Design fetch_unit, sky130hd; sources not shown.
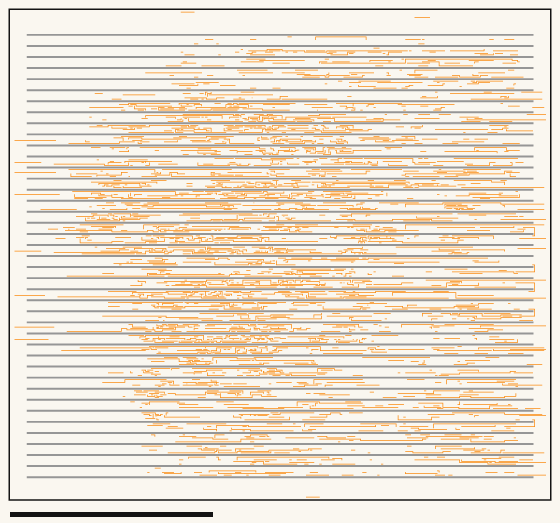
(metal 1)
The bar under the picture is 50 um long. Supply wires on this layer in gray.
main direction: horizontal
wire length on this layer: 7900 um
nets with wire on the layer: 713
longest straight run: 34.0 um
vias: 5446
final wirelength: 18380 um
met1 global-route usage: 31.01%

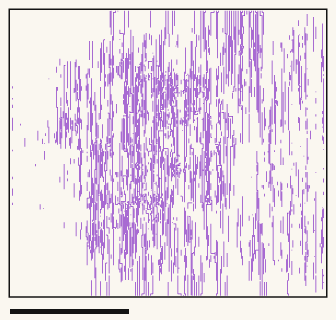
(signal wires on met2)
The bar under the picture is 50 um long.
share of all routed wire: 46%
wire length on this layer: 8390 um
longest straight run: 41.0 um
GR Util met2: 35.41%

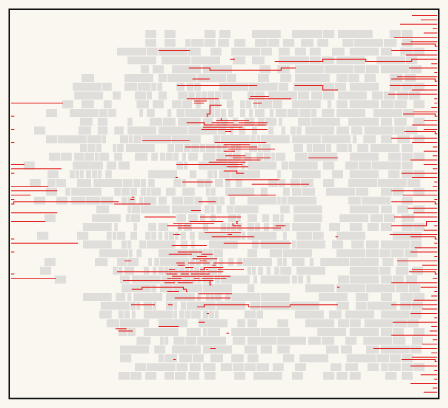
(metal 3)
share of all routed wire: 9.3%
longest straight run: 32.7 um
GR Util met3: 7.072%

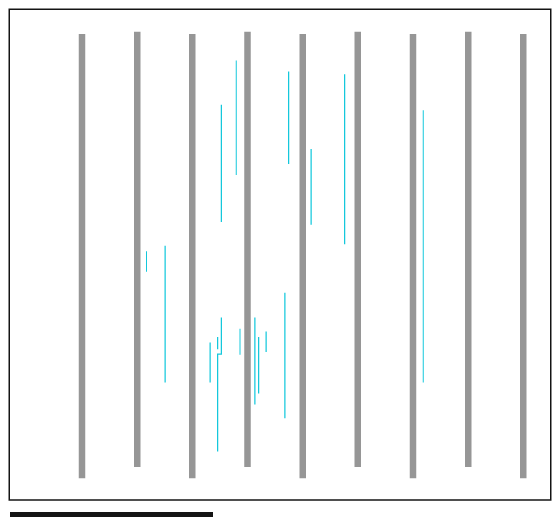
(M4 wires)
The bar under the picture is 50 um long. Supply wires on this layer in gray.
wire length on this layer: 365 um
longest straight run: 66.6 um
main direction: vertical

==> flow_metrics.tcl <==
# implementation run metrics
set metrics [dict create \
    wirelength_met1_um 7901 \
    lay_top_cells "171 x clkdlybuf4s50_1, 125 x dfrtp_1, 85 x mux2_2, 42 x nand2_1, 38 x o21ai_0" \
    worstPathRequired_ns 8.99 \
    gp_congestion 0.8993 \
    cts_tree "built" \
    ctsResizeCount 0 \
    yosys.area_share.xor_xnor_pct 1.765 \
    netlist_area_sq_um 6452 \
    netlist_instances 584 \
    tns_ns 0 \
    largest_class "flip-flops and latches" \
    ys_warn_count 0 \
    clock_buffers 19 \
    cts_root_buf "clkbuf_16" \
    cts_setup_buffers 0 \
    endpoint_kind "output pin" \
    critical_path.top_delay_family "buffers and inverters" \
    setup_viol 0 \
    busiest_layer "met2" \
    antenna_cells 0 \
    ys_cells 584 \
    synthTopCellsByCount "125 x dfrtp_1, 85 x mux2_2, 42 x nand2_1" \
    fin_crit_ns 5.003 \
    comb_area_sq_um 2887 \
    grt_usage_pct 22.82 \
    die_y_um 120.4 \
    path_buffers 2 \
    rsz0062_at_grt "no" \
    synthAdderAreaFrac_pct 0.9696 \
    top_area_cell "dfrtp_1" \
    status "finished, final reports clean" \
    top_cell "dfrtp_1" \
    cts_buffers 17 \
    finalClockPeriodUsage_pct 44.28 \
    drt_iter0_drc 586 \
    final_area_sq_um 8787 \
    worst_pin_slew_ns 1.023 \
    chipArea_sq_um 15990 \
    simple_gate_share_pct 11.52 \
]
## per-stage QoR
stage / setup WS (ns) / std cells / utilization (%)
2_1_floorplan: 5.529 / 584 / -
3_3_place_gp: 6.013 / 905 / 60.50
3_5_place_dp: 5.999 / 905 / 60.50
4_1_cts: 6.280 / 935 / 64.79
5_1_grt: 6.199 / 935 / 64.79
6_report: 6.297 / 935 / 64.79
